## src/rtl/riscv_m_pkg.sv

```systemverilog
// Shared definitions for the RV32M/RV64M multiply/divide unit:
// funct3 encodings, FSM state type and operand-signedness helpers.
package riscv_m_pkg;

  localparam logic [2:0] F3_MUL    = 3'b000;
  localparam logic [2:0] F3_MULH   = 3'b001;
  localparam logic [2:0] F3_MULHSU = 3'b010;
  localparam logic [2:0] F3_MULHU  = 3'b011;
  localparam logic [2:0] F3_DIV    = 3'b100;
  localparam logic [2:0] F3_DIVU   = 3'b101;
  localparam logic [2:0] F3_REM    = 3'b110;
  localparam logic [2:0] F3_REMU   = 3'b111;

  typedef enum logic [1:0] {
    ST_IDLE = 2'd0,
    ST_MUL  = 2'd1,
    ST_DIV  = 2'd2,
    ST_DONE = 2'd3
  } state_t;

  function automatic logic is_div(input logic [2:0] f3);
    return f3[2];
  endfunction

  function automatic logic is_signed_a(input logic [2:0] f3);
    return (f3 == F3_MUL) || (f3 == F3_MULH) || (f3 == F3_MULHSU) ||
           (f3 == F3_DIV) || (f3 == F3_REM);
  endfunction

  function automatic logic is_signed_b(input logic [2:0] f3);
    return (f3 == F3_MUL) || (f3 == F3_MULH) ||
           (f3 == F3_DIV) || (f3 == F3_REM);
  endfunction

endpackage

```

## src/rtl/ex_div_iter.sv

```systemverilog
// Radix-2 restoring divider on unsigned magnitudes; one quotient bit per enabled cycle.
// The *_next outputs expose the result of the step in progress so the caller can capture it.
module ex_div_iter #(
  parameter int XLEN = 32
) (
  input  logic            clk,
  input  logic            reset,
  input  logic            i_load,
  input  logic            i_en,
  input  logic [XLEN-1:0] i_dividend,
  input  logic [XLEN-1:0] i_divisor,
  output logic [XLEN-1:0] o_quot_next,
  output logic [XLEN-1:0] o_rem_next
);

  logic [XLEN-1:0] r_quot;
  logic [XLEN:0]   r_rem;
  logic [XLEN-1:0] r_div;

  logic [XLEN+1:0] w_shift;
  logic [XLEN+1:0] w_diff;
  logic            w_ge;
  logic [XLEN:0]   w_rem_next;
  logic [XLEN-1:0] w_quot_next;

  // Quotient register doubles as the dividend shifter: its MSB feeds the remainder.
  assign w_shift     = {r_rem, r_quot[XLEN-1]};
  assign w_diff      = w_shift - {2'b00, r_div};
  assign w_ge        = ~w_diff[XLEN+1];
  assign w_rem_next  = w_ge ? w_diff[XLEN:0] : w_shift[XLEN:0];
  assign w_quot_next = {r_quot[XLEN-2:0], w_ge};

  assign o_quot_next = w_quot_next;
  assign o_rem_next  = w_rem_next[XLEN-1:0];

  always_ff @(posedge clk or posedge reset) begin
    if (reset) begin
      r_quot <= '0;
      r_rem  <= '0;
      r_div  <= '0;
    end else if (i_load) begin
      r_quot <= i_dividend;
      r_rem  <= '0;
      r_div  <= i_divisor;
    end else if (i_en) begin
      r_quot <= w_quot_next;
      r_rem  <= w_rem_next;
    end
  end

endmodule

```

## src/rtl/ex_muldiv_unit.sv

```systemverilog
// Execute-stage M-extension unit: iterative (or single-cycle) multiply and restoring divide,
// stalling the pipeline via busy_o and pulsing done_o with the result for one cycle.
module ex_muldiv_unit
  import riscv_m_pkg::*;
#(
  parameter int XLEN     = 32,
  parameter int FAST_MUL = 0
) (
  input  logic            clk,
  input  logic            reset,
  input  logic            valid_i,
  input  logic [2:0]      funct3_i,
  input  logic [XLEN-1:0] a_i,
  input  logic [XLEN-1:0] b_i,
  input  logic [4:0]      rd_i,
  input  logic            flush_i,
  output logic            busy_o,
  output logic            done_o,
  output logic [XLEN-1:0] result_o,
  output logic [4:0]      rd_o
);

  localparam int CNT_W = $clog2(XLEN) + 1;
  localparam logic [XLEN-1:0] MOST_NEG = {1'b1, {(XLEN-1){1'b0}}};

  state_t r_state, w_state_next;

  logic [2:0]        r_f3;
  logic [4:0]        r_rd;
  logic [4:0]        r_rd_out;
  logic [XLEN-1:0]   r_result;
  logic [XLEN-1:0]   r_ma;
  logic [XLEN-1:0]   r_mb;
  logic [2*XLEN-1:0] r_acc;
  logic [CNT_W-1:0]  r_cnt;
  logic              r_neg_res;
  logic              r_neg_rem;

  logic w_accept, w_finish, w_step, w_abort;

  logic              w_neg_a, w_neg_b;
  logic [XLEN-1:0]   w_abs_a, w_abs_b;
  logic              w_b_zero, w_ovf, w_special;
  logic [XLEN-1:0]   w_special_res;
  logic [XLEN:0]     w_sum;
  logic [2*XLEN-1:0] w_acc_next, w_fast, w_prod_mag, w_prod;
  logic [XLEN-1:0]   w_mul_res;
  logic [XLEN-1:0]   w_quot_next, w_rem_next, w_div_q, w_div_r, w_div_res;
  logic [XLEN-1:0]   w_result_next;
  logic [4:0]        w_rd_next;

  // Operand conditioning at accept: magnitudes plus the sign flags needed to fix up later.
  assign w_neg_a = is_signed_a(funct3_i) & a_i[XLEN-1];
  assign w_neg_b = is_signed_b(funct3_i) & b_i[XLEN-1];
  assign w_abs_a = w_neg_a ? ('0 - a_i) : a_i;
  assign w_abs_b = w_neg_b ? ('0 - b_i) : b_i;

  assign w_b_zero  = (b_i == '0);
  assign w_ovf     = is_signed_a(funct3_i) && (a_i == MOST_NEG) && (b_i == '1);
  assign w_special = is_div(funct3_i) & (w_b_zero | w_ovf);
  always_comb begin
    w_special_res = '0;
    if (w_b_zero)
      w_special_res = funct3_i[1] ? a_i : '1;
    else if (w_ovf)
      w_special_res = funct3_i[1] ? '0 : a_i;
  end

  // Shift-add step: low half starts as the multiplier and is consumed LSB first.
  assign w_sum      = r_acc[0] ? ({1'b0, r_acc[2*XLEN-1:XLEN]} + {1'b0, r_ma})
                               : {1'b0, r_acc[2*XLEN-1:XLEN]};
  assign w_acc_next = {w_sum, r_acc[XLEN-1:1]};
  assign w_fast     = (2*XLEN)'(r_ma) * (2*XLEN)'(r_mb);
  assign w_prod_mag = (FAST_MUL != 0) ? w_fast : w_acc_next;
  assign w_prod     = r_neg_res ? ('0 - w_prod_mag) : w_prod_mag;
  assign w_mul_res  = (r_f3 == F3_MUL) ? w_prod[XLEN-1:0] : w_prod[2*XLEN-1:XLEN];

  ex_div_iter #(.XLEN(XLEN)) u_div (
    .clk         (clk),
    .reset       (reset),
    .i_load      (w_accept),
    .i_en        (w_step && (r_state == ST_DIV)),
    .i_dividend  (w_abs_a),
    .i_divisor   (w_abs_b),
    .o_quot_next (w_quot_next),
    .o_rem_next  (w_rem_next)
  );

  assign w_div_q   = r_neg_res ? ('0 - w_quot_next) : w_quot_next;
  assign w_div_r   = r_neg_rem ? ('0 - w_rem_next) : w_rem_next;
  assign w_div_res = r_f3[1] ? w_div_r : w_div_q;

  assign w_result_next = (r_state == ST_IDLE) ? w_special_res :
                         (r_state == ST_MUL)  ? w_mul_res : w_div_res;
  assign w_rd_next     = (r_state == ST_IDLE) ? rd_i : r_rd;

  always_ff @(posedge clk or posedge reset) begin
    if (reset) r_state <= ST_IDLE;
    else       r_state <= w_state_next;
  end

  always_comb begin
    w_state_next = r_state;
    w_accept     = 1'b0;
    w_finish     = 1'b0;
    w_step       = 1'b0;
    w_abort      = 1'b0;
    case (r_state)
      ST_IDLE: begin
        if (valid_i && !flush_i) begin
          w_accept = 1'b1;
          if (w_special) begin
            w_state_next = ST_DONE;
            w_finish     = 1'b1;
          end else begin
            w_state_next = is_div(funct3_i) ? ST_DIV : ST_MUL;
          end
        end
      end
      ST_MUL: begin
        if (flush_i) begin
          w_abort      = 1'b1;
          w_state_next = ST_IDLE;
        end else begin
          w_step = 1'b1;
          if ((FAST_MUL != 0) || (r_cnt == CNT_W'(1))) begin
            w_state_next = ST_DONE;
            w_finish     = 1'b1;
          end
        end
      end
      ST_DIV: begin
        if (flush_i) begin
          w_abort      = 1'b1;
          w_state_next = ST_IDLE;
        end else begin
          w_step = 1'b1;
          if (r_cnt == CNT_W'(1)) begin
            w_state_next = ST_DONE;
            w_finish     = 1'b1;
          end
        end
      end
      // The DONE pulse belongs to an older instruction, so flush does not cancel it.
      ST_DONE: w_state_next = ST_IDLE;
      default: w_state_next = ST_IDLE;
    endcase
  end

  always_ff @(posedge clk or posedge reset) begin
    if (reset) begin
      r_f3      <= '0;
      r_rd      <= '0;
      r_rd_out  <= '0;
      r_result  <= '0;
      r_ma      <= '0;
      r_mb      <= '0;
      r_acc     <= '0;
      r_cnt     <= '0;
      r_neg_res <= 1'b0;
      r_neg_rem <= 1'b0;
    end else begin
      if (w_accept) begin
        r_f3      <= funct3_i;
        r_rd      <= rd_i;
        r_ma      <= w_abs_a;
        r_mb      <= w_abs_b;
        r_acc     <= {{XLEN{1'b0}}, w_abs_b};
        r_neg_res <= w_neg_a ^ w_neg_b;
        r_neg_rem <= w_neg_a;
      end else if (w_step && (r_state == ST_MUL)) begin
        r_acc <= w_acc_next;
      end

      if (w_accept)
        r_cnt <= w_special ? '0 : CNT_W'(XLEN);
      else if (w_abort || w_finish)
        r_cnt <= '0;
      else if (w_step)
        r_cnt <= r_cnt - CNT_W'(1);

      if (w_finish) begin
        r_result <= w_result_next;
        r_rd_out <= w_rd_next;
      end
    end
  end

  assign busy_o   = ((r_state == ST_IDLE) & valid_i & ~flush_i) |
                    (r_state == ST_MUL) | (r_state == ST_DIV);
  assign done_o   = (r_state == ST_DONE);
  assign result_o = r_result;
  assign rd_o     = r_rd_out;

endmodule

```

## config.mk

```make
export PLATFORM = sky130hd
export DESIGN_NAME = ex_muldiv_unit
export DESIGN_NICKNAME = d
export VERILOG_FILES = /design/src/rtl/riscv_m_pkg.sv /design/src/rtl/ex_div_iter.sv /design/src/rtl/ex_muldiv_unit.sv
export SDC_FILE = /design/constraint.sdc
export NUM_CORES = 1
export LEC_CHECK = 0
export ABC_CLOCK_PERIOD_IN_PS = 9600
export CAP_MARGIN = 20
export CORE_UTILIZATION = 30
export CTS_BUF_LIST = sky130_fd_sc_hd__clkbuf_16
export CTS_CLUSTER_SIZE = 30
export DETAILED_ROUTE_END_ITERATION = 7
export GPL_TIMING_DRIVEN = 0
export PLACE_DENSITY = 0.54
export REMOVE_ABC_BUFFERS = 1
export SLEW_MARGIN = 20
export SYNTH_ARGS = -nofsm -noshare
export SYNTH_HDL_FRONTEND = slang
export SYNTH_SLANG_ARGS = --single-unit
```

## constraint.sdc

```tcl
create_clock -name clk -period 9.6 [get_ports clk]
set_clock_uncertainty 0.1 [all_clocks]
set_input_delay 1.44 -clock clk [delete_from_list [all_inputs] [get_ports clk]]
set_output_delay 1.44 -clock clk [all_outputs]
set_load 0.05 [all_outputs]
```

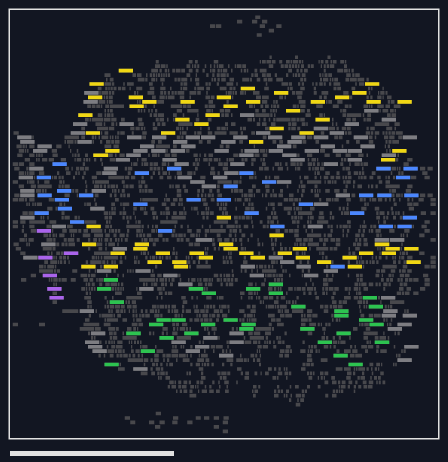
Fig. 1. Where the registers sit.
Bar = 100 µm. Other sequential cells in the stronger gray, the rest of the logic in the fainter gray.
r_cnt -> purple  # placed flops 6, where west
r_acc -> yellow  # placed flops 64
result_o -> blue  # placed flops 32, where a horizontal strip, middle
u_div.r_rem -> green  # placed flops 33
not colored = 113
Reg area: 6210 µm²
Seq. pwr: 2.04 mW
Final Util: 35.2%
Seq/total area: 26.7%

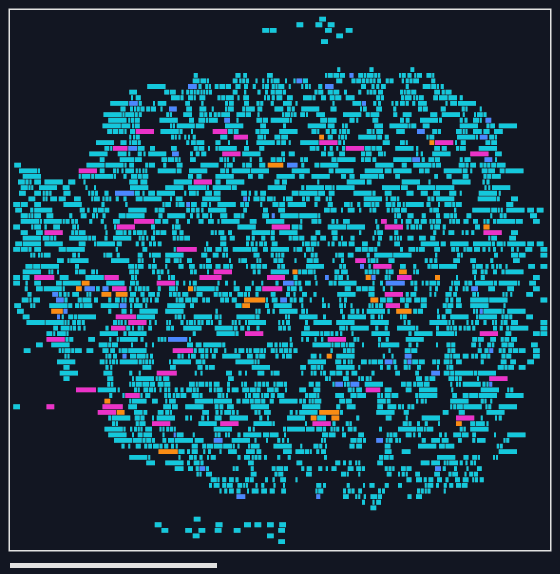
Fig. 2. Sizing map.
Bar = 100 µm.
x6 and larger -> magenta  # cells 52, share 2.0%
x2 -> blue  # cells 52, share 2.0%
x3 and x4 -> orange  # cells 26, share 1.0%
x1 and smaller -> cyan  # cells 2459, share 95%

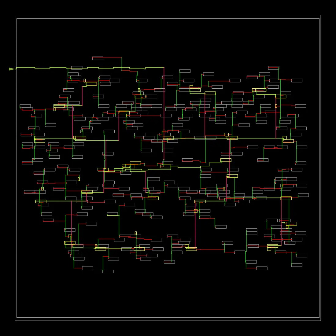
Fig. 3. Clock routing.
seq_cells: 248
Worst-Skew Late Latency: 0.58 ns

==> impl_metrics.env <==
# implementation run metrics
export IMPL_status="finished clean"
export IMPL_hold_ws_ns=0.383
export IMPL_top_cells_by_area="dfrtp_1, nand2_1, a21oi_1"
export IMPL_reg2reg_depth=21
export IMPL_core_area_um2=66200
export IMPL_antenna_found_initial=1
export IMPL_post_drt_wl_per_cell_um=21.5
export IMPL_drv_cap=0
export IMPL_yosysSeqAreaShare_pct=30.7
export IMPL_wl_met1_um=33600
export IMPL_grtUsageMet1_pct=30.5
export IMPL_drt_first_pass_iters=6
export IMPL_rrSetupSlack_ns=2.53
export IMPL_synthFlopType="dfrtp_1"
export IMPL_setup_worst_path_start="u_div.r_div[26]"
export IMPL_synth_most_common_cell="nand2_1"
export IMPL_cpPeakStageDelay_ns=0.79
export IMPL_simple_gate_area_share_pct=21.6
export IMPL_setup_viol=0
export IMPL_n_fill_cell=6899
export IMPL_wl_um=74400
export IMPL_cp_common_cell="ha_1"
export IMPL_layout_top_cells="nand2_1, dfrtp_1, nor2_1, a21oi_1, o21ai_0"
export IMPL_synth_mux_area_fraction_pct=2.68
export IMPL_total_power_mw=7.85
export IMPL_power_density_nw_per_um2=337
export IMPL_busiest_layer="met2"
export IMPL_grt_max_degree=72
export IMPL_gp_congestion=0.882
export IMPL_finalClockPeriodUsage_pct=73.7
export IMPL_drv_slew=0
export IMPL_use_met3_pct=4.64
export IMPL_logic_area_um2=13200
export IMPL_min_path_type="register to register"
export IMPL_rsz0062_at_grt="no"
export IMPL_cp_max_fo=54
export IMPL_synth_adder_area_share_pct=4.91
export IMPL_timing_fmax_mhz=141
export IMPL_edf_count=0
export IMPL_grt_pass1_vias=18940
export IMPL_p_sw_share_pct=50.9
export IMPL_finalWorstSetupSlack_ns=2.53
export IMPL_fin_crit_ns=7.07
export IMPL_top_area_cell="dfrtp_1"
export IMPL_finalSetupTns_ns=0
export IMPL_largest_register_ffs=64
export IMPL_n_all_inverters=71
export IMPL_ys_sh_xor_pct=8.89
export IMPL_viasPerCell=5.78
export IMPL_wl_met2_um=32000
export IMPL_synthArstFlopShare_pct=100
export IMPL_cts_buffers=29
export IMPL_logic_gate_count=2079
export IMPL_ios=115
export IMPL_holdBufCountCts=0
export IMPL_lay_top_count="nand2_1"
export IMPL_final_layout_size_suffix_gt1_share_pct=5.02
export IMPL_area_growth_pct=15.4
export IMPL_syn_area_um2=20200
export IMPL_p_clk_mw=1.08
export IMPL_ys_cells=2547
export IMPL_grt_overflow=0
export IMPL_netlist_instances=2547
export IMPL_reg_top3="r_acc (64), u_div.r_rem (33)"
export IMPL_comb_area_share_pct=56.7
export IMPL_vdd_ir_drop_max_v=0.000251
export IMPL_hpwl_um=58100
export IMPL_rows=94
export IMPL_clockPowerShare_pct=13.7
export IMPL_die_area_um2=68400
export IMPL_fin_nets=2721
export IMPL_intPower_mw=3.86
export IMPL_crit_chain="inv_1 > ha_1 > a21oi_2 > o21ai_1 > a2111o_1 > or3_1 > o211a_2 > buf_12 > inv_2 > mux2i_1 > ha_1 > nor3b_1 > nand2_1 > nor4_1 > nand3_1 > o41a_1 > o31ai_1 > a21boi_1 > xnor2_1 > a21oi_1 > o32a_1"
Power and IR drop assume default switching activity.
